==> src/rtl/add_sub_arbiter_if.sv <==
// rtl/add_sub_arbiter_if.sv - request/result bus of the shared add/sub arbiter
// Purpose: bundles both requester ports and the result slot handshake.
// Ports (signals):
//   i_req_valid[1:0] / o_req_ready[1:0]  per-requester valid/ready
//   i_var1_k, i_var2_k, i_mode_k         operands and op select of port k (1=add)
//   o_valid / i_ready                    result slot handshake
//   o_res, o_carry, o_id                 result, carry/not-borrow, winner id
//   o_ops_cnt                            consumed-result counter
// Modports: master = requesters + downstream consumer, slave = arbiter.
interface add_sub_arbiter_if #(
  parameter int WIDTH = 4,
  parameter int CNT_W = 8
);
  logic [1:0]       i_req_valid;
  logic [1:0]       o_req_ready;
  logic [WIDTH-1:0] i_var1_0;
  logic [WIDTH-1:0] i_var1_1;
  logic [WIDTH-1:0] i_var2_0;
  logic [WIDTH-1:0] i_var2_1;
  logic             i_mode_0;
  logic             i_mode_1;
  logic             o_valid;
  logic             i_ready;
  logic [WIDTH-1:0] o_res;
  logic             o_carry;
  logic             o_id;
  logic [CNT_W-1:0] o_ops_cnt;

  modport master (
    output i_req_valid, i_var1_0, i_var1_1, i_var2_0, i_var2_1,
           i_mode_0, i_mode_1, i_ready,
    input  o_req_ready, o_valid, o_res, o_carry, o_id, o_ops_cnt
  );

  modport slave (
    input  i_req_valid, i_var1_0, i_var1_1, i_var2_0, i_var2_1,
           i_mode_0, i_mode_1, i_ready,
    output o_req_ready, o_valid, o_res, o_carry, o_id, o_ops_cnt
  );
endinterface

==> src/rtl/add_sub_arbiter.sv <==
// rtl/add_sub_arbiter.sv - round-robin arbiter sharing one add/sub datapath
// Purpose: two requesters share a WIDTH-bit adder/subtractor; the winner's result
//   lands in a single registered slot with valid/ready backpressure.
// Ports:
//   i_clk  rising-edge clock
//   i_rst  asynchronous active-high reset
//   bus    add_sub_arbiter_if.slave (requests, result slot, op counter)
module add_sub_arbiter #(
  parameter int WIDTH = 4,
  parameter int CNT_W = 8
) (
  input  logic               i_clk,
  input  logic               i_rst,
  add_sub_arbiter_if.slave   bus
);

  typedef enum logic {S_EMPTY = 1'b0, S_FULL = 1'b1} state_e;

  state_e           state_q, state_d;
  logic             prio_q, prio_d;
  logic [WIDTH-1:0] res_q, res_d;
  logic             carry_q, carry_d;
  logic             id_q, id_d;
  logic [CNT_W-1:0] cnt_q, cnt_d;

  logic             accept;
  logic             consume;
  logic             gnt_vld;
  logic             gnt_id;
  logic [WIDTH-1:0] op_a, op_b;
  logic             op_add;
  logic [WIDTH:0]   sum, diff;

  // Grant: slot can take a new result when empty or being drained this cycle.
  // Gated by i_rst so no port sees ready while reset is held.
  always_comb begin
    accept  = (state_q == S_EMPTY) | bus.i_ready;
    consume = (state_q == S_FULL) & bus.i_ready;
    gnt_vld = 1'b0;
    gnt_id  = 1'b0;
    if (accept && !i_rst) begin
      case (bus.i_req_valid)
        2'b01:   begin gnt_vld = 1'b1; gnt_id = 1'b0;   end
        2'b10:   begin gnt_vld = 1'b1; gnt_id = 1'b1;   end
        2'b11:   begin gnt_vld = 1'b1; gnt_id = prio_q; end
        default: begin gnt_vld = 1'b0; gnt_id = 1'b0;   end
      endcase
    end
  end

  assign bus.o_req_ready = {gnt_vld & gnt_id, gnt_vld & ~gnt_id};

  // Shared datapath: operands muxed by the grant, both ops computed WIDTH+1 wide.
  always_comb begin
    op_a   = gnt_id ? bus.i_var1_1 : bus.i_var1_0;
    op_b   = gnt_id ? bus.i_var2_1 : bus.i_var2_0;
    op_add = gnt_id ? bus.i_mode_1 : bus.i_mode_0;
    sum    = {1'b0, op_a} + {1'b0, op_b};
    diff   = {1'b0, op_a} - {1'b0, op_b};
  end

  // Next state: a handshake refills the slot (even while it drains), otherwise a
  // drain empties it. Priority only moves on a grant.
  always_comb begin
    state_d = state_q;
    prio_d  = prio_q;
    res_d   = res_q;
    carry_d = carry_q;
    id_d    = id_q;
    cnt_d   = cnt_q;
    if (gnt_vld) begin
      state_d = S_FULL;
      res_d   = op_add ? sum[WIDTH-1:0] : diff[WIDTH-1:0];
      carry_d = op_add ? sum[WIDTH] : ~diff[WIDTH];
      id_d    = gnt_id;
      prio_d  = ~gnt_id;
    end else if (consume) begin
      state_d = S_EMPTY;
    end
    if (consume) begin
      cnt_d = cnt_q + CNT_W'(1);
    end
  end

  always_ff @(posedge i_clk or posedge i_rst) begin
    if (i_rst) begin
      state_q <= S_EMPTY;
      prio_q  <= 1'b0;
      res_q   <= '0;
      carry_q <= 1'b0;
      id_q    <= 1'b0;
      cnt_q   <= '0;
    end else begin
      state_q <= state_d;
      prio_q  <= prio_d;
      res_q   <= res_d;
      carry_q <= carry_d;
      id_q    <= id_d;
      cnt_q   <= cnt_d;
    end
  end

  assign bus.o_valid   = (state_q == S_FULL);
  assign bus.o_res     = res_q;
  assign bus.o_carry   = carry_q;
  assign bus.o_id      = id_q;
  assign bus.o_ops_cnt = cnt_q;

endmodule

==> src/flat_wrapper.sv <==
// flat-port wrapper written by rule: the top's interface ports become plain ports
module add_sub_arbiter_flat 
#(
  parameter int WIDTH = 4,
  parameter int CNT_W = 8
)
  (i_clk, i_rst, bus_i_req_valid, bus_i_var1_0, bus_i_var1_1, bus_i_var2_0, bus_i_var2_1, bus_i_mode_0, bus_i_mode_1, bus_i_ready, bus_o_req_ready, bus_o_valid, bus_o_res, bus_o_carry, bus_o_id, bus_o_ops_cnt);
  add_sub_arbiter_if #(.WIDTH(WIDTH), .CNT_W(CNT_W)) bus_i ();
  input  logic i_clk;
  input  logic i_rst;
  input wire logic [$bits(bus_i.i_req_valid)-1:0] bus_i_req_valid;
  input wire logic [$bits(bus_i.i_var1_0)-1:0] bus_i_var1_0;
  input wire logic [$bits(bus_i.i_var1_1)-1:0] bus_i_var1_1;
  input wire logic [$bits(bus_i.i_var2_0)-1:0] bus_i_var2_0;
  input wire logic [$bits(bus_i.i_var2_1)-1:0] bus_i_var2_1;
  input wire logic [$bits(bus_i.i_mode_0)-1:0] bus_i_mode_0;
  input wire logic [$bits(bus_i.i_mode_1)-1:0] bus_i_mode_1;
  input wire logic [$bits(bus_i.i_ready)-1:0] bus_i_ready;
  output wire logic [$bits(bus_i.o_req_ready)-1:0] bus_o_req_ready;
  output wire logic [$bits(bus_i.o_valid)-1:0] bus_o_valid;
  output wire logic [$bits(bus_i.o_res)-1:0] bus_o_res;
  output wire logic [$bits(bus_i.o_carry)-1:0] bus_o_carry;
  output wire logic [$bits(bus_i.o_id)-1:0] bus_o_id;
  output wire logic [$bits(bus_i.o_ops_cnt)-1:0] bus_o_ops_cnt;
  assign bus_i.i_req_valid = bus_i_req_valid;
  assign bus_i.i_var1_0 = bus_i_var1_0;
  assign bus_i.i_var1_1 = bus_i_var1_1;
  assign bus_i.i_var2_0 = bus_i_var2_0;
  assign bus_i.i_var2_1 = bus_i_var2_1;
  assign bus_i.i_mode_0 = bus_i_mode_0;
  assign bus_i.i_mode_1 = bus_i_mode_1;
  assign bus_i.i_ready = bus_i_ready;
  assign bus_o_req_ready = bus_i.o_req_ready;
  assign bus_o_valid = bus_i.o_valid;
  assign bus_o_res = bus_i.o_res;
  assign bus_o_carry = bus_i.o_carry;
  assign bus_o_id = bus_i.o_id;
  assign bus_o_ops_cnt = bus_i.o_ops_cnt;
  add_sub_arbiter #(.WIDTH(WIDTH), .CNT_W(CNT_W)) u_core (.i_clk(i_clk), .i_rst(i_rst), .bus(bus_i));
endmodule
==> config.mk <==
export PLATFORM = sky130hd
export DESIGN_NAME = add_sub_arbiter_flat
export DESIGN_NICKNAME = d
export VERILOG_FILES = /design/src/rtl/add_sub_arbiter_if.sv /design/src/rtl/add_sub_arbiter.sv /design/src/flat_wrapper.sv
export SDC_FILE = /design/constraint.sdc
export NUM_CORES = 1
export LEC_CHECK = 0
export CELL_PAD_IN_SITES_DETAIL_PLACEMENT = 0
export CELL_PAD_IN_SITES_GLOBAL_PLACEMENT = 1
export CORE_ASPECT_RATIO = 0.5
export CORE_UTILIZATION = 35
export DETAILED_ROUTE_END_ITERATION = 16
export PLACE_DENSITY = 0.9
export SLEW_MARGIN = 30
export SYNTH_ARGS = -nofsm -noshare
export SYNTH_HDL_FRONTEND = slang
export SYNTH_SLANG_ARGS = --single-unit
==> constraint.sdc <==
create_clock -name i_clk -period 6.5 [get_ports i_clk]
set_input_delay 1.3 -clock i_clk [delete_from_list [all_inputs] [get_ports i_clk]]
set_output_delay 1.3 -clock i_clk [all_outputs]
set_load 0.01 [all_outputs]
Figure 1. Wiring by layer.
Only two layers are drawn.
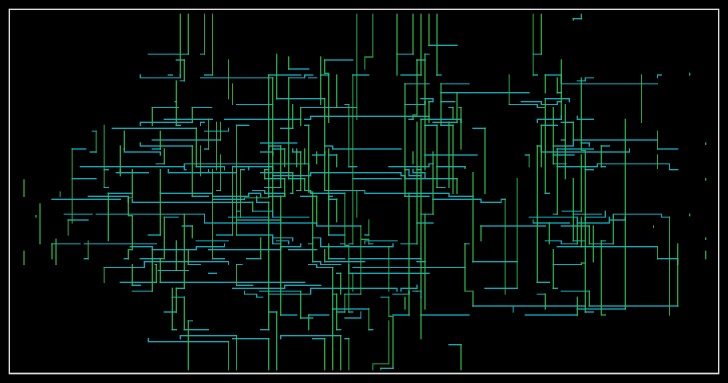
Key: met1 = cyan [wire length 969 microns]; met2 = green [wire length 1000 microns]
overall fraction of global-route tracks in use: 13.7%
detail-routed net length per standard cell: 11.0 microns
Via Count: 855
aggregate routed wire length: 2050 microns

==> results.txt <==
Status on the layout run. Violation count after the first detailed-routing iteration landed at 13. Share of the clock period used by the worst path landed at 69.1%. For the pin with the worst max-slew slack, the measured transition is ~0.68 ns. The class occupying the most area after layout is reported as combinational gates. Once placement completed, the tool counted placed cells totaling about 180.

The routed layout reports a DRC error count of 0. Fraction of final layout cells with drive strength greater than 1 landed at 10.7%. For this run, the leading register cell type out of synthesis is dfrtp_1. In the Yosys stats the netlist draws on 30 distinct library cells. Tally of nets with antenna violations remaining after routing landed at 0. Number of warnings in the stage logs landed at 29. The power report attributes to the clock group a share of 20.9%. Number of pins with negative max-slew slack in the final report landed at 0. For reference, full adder, half adder and majority cells occupy 13.9% of the area reported after synthesis.

The run finished with clean final reports. For this design, the CTS-stage hold fixing added 0 buffers. Post-CTS resize count landed at 0.

Per the timing report, the most critical flop-to-flop path originates at u_core.bus.o_valid. The clock passes through at most 2 buffers. Counting endpoints that fail hold in the final report gives 0. In the power breakdown, the biggest contributor is combinational cells. Required time of the critical path landed at 5.20 ns. In this build the clock could be raised as far as 0.223 GHz. Area of all placed cells without fillers landed at 0.00158 sq mm. By instance count after routing, the leading logic cell type is clkdlybuf4s50_1. Number of cells on the worst hold path landed at 2. Global routing finished with a remaining overflow of 0. Among the stages of the critical path, the cell type that occurs most often is clkdlybuf4s50_1. Count of clock-net buffers in the final layout landed at 4.

Per the post-CTS timing run, clock transition at the registers of the reported paths is 0.06 ns. The first global-routing pass estimated 3540 microns of wire. The critical path maximum fanout is 9.

0 antenna diodes ended up in the layout. Clock net sink count landed at 16. Yosys reported that registers with async set or reset make up 100%. Setup fix buffers added after clock tree synthesis landed at 0. Proportion of synthesized area in mux cells landed at 13.1%. In the log, the iteration count for the first detailed-route pass is 4.

Per the placement log, port buffering inserted 39 buffers. Die outline height landed at 41.6 microns. The worst setup path is launched from an input pin. Number of global-route vias before repair landed at 830.

Overall power of the completed layout landed at 412 uW. The finished layout holds around 190 standard cells, fillers aside. Inverter tally of the final layout excluding the clock network landed at 10. Tracing the worst setup path back leads to its startpoint at bus_i_ready.

Initial cell density of the core landed at 39.5%. Total of max-cap violations landed at 0. The critical path contains buffers and inverters numbering 3 combined.
Figure 2. Where the registers sit.
The bar under the picture is 20 microns long.
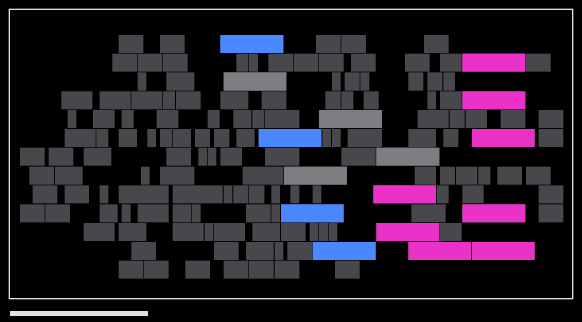
Key: u_core.bus.o_ops_cnt = magenta [placed flops 8]; u_core.bus.o_res = blue [placed flops 4]
Another 4 sequential cells are not coloured.
post-route core utilization: 56.6%
register cell area after layout: 400 sq um
Seq power: 154 uW
proportion of cell area occupied by registers: 25.4%

==> registers in the layout, indices dropped and copies added (netlist names) <==
register and count:
u_core.bus.o_ops_cnt 8, u_core.bus.o_res 4, u_core.bus.o_carry 1, u_core.bus.o_id 1, u_core.bus.o_valid 1, u_core.prio_q 1
==> cells in the mapped netlist, types with 3 or more instances <==
library cell | number | area share [%]
a21oi_1 | 5 | 2.3
and3_1 | 4 | 2.3
dfrtp_1 | 16 | 36
ha_1 | 9 | 10
inv_1 | 9 | 3.1
mux2_2 | 8 | 8.2
mux2i_1 | 4 | 3.6
nand2_1 | 11 | 3.8
nand2b_1 | 3 | 1.7
nand3_1 | 4 | 1.8
nor2_1 | 5 | 1.7
xnor2_1 | 6 | 4.8
xor2_1 | 3 | 2.4
==> worst min-delay path by stage <==
| stage | start | to | slack (ns) |
|---|---|---|---|
| final | u_core.bus.o_res[0] | u_core.bus.o_res[0] | 0.47 |
| after global routing | u_core.bus.o_res[0] | u_core.bus.o_res[0] | 0.52 |
| after CTS | u_core.bus.o_res[0] | u_core.bus.o_res[0] | 0.48 |
| after detailed placement | u_core.bus.o_res[0] | u_core.bus.o_res[0] | 0.47 |
| after global placement | u_core.bus.o_res[3] | u_core.bus.o_res[3] | 0.46 |
| after floorplan | u_core.prio_q | u_core.prio_q | 0.47 |
==> metal layers <==
| metal | track usage, % | vias up |
|---|---|---|
| met4 | 4.29 | 0 |
| met1 | 16.9 | 389 |
| li1 | - | 446 |
| met2 | 23.7 | 18 |
| met3 | 3.30 | 2 |
| met5 | 0 | - |
==> worst min-delay path, delay by kind of cell, from the launching register on <==
kind	cells	cell delay, ns
DFF	1	0.34
and+or+nand+nor	2	0.10
No activity file was given, so power comes from the tool's default toggle rates.
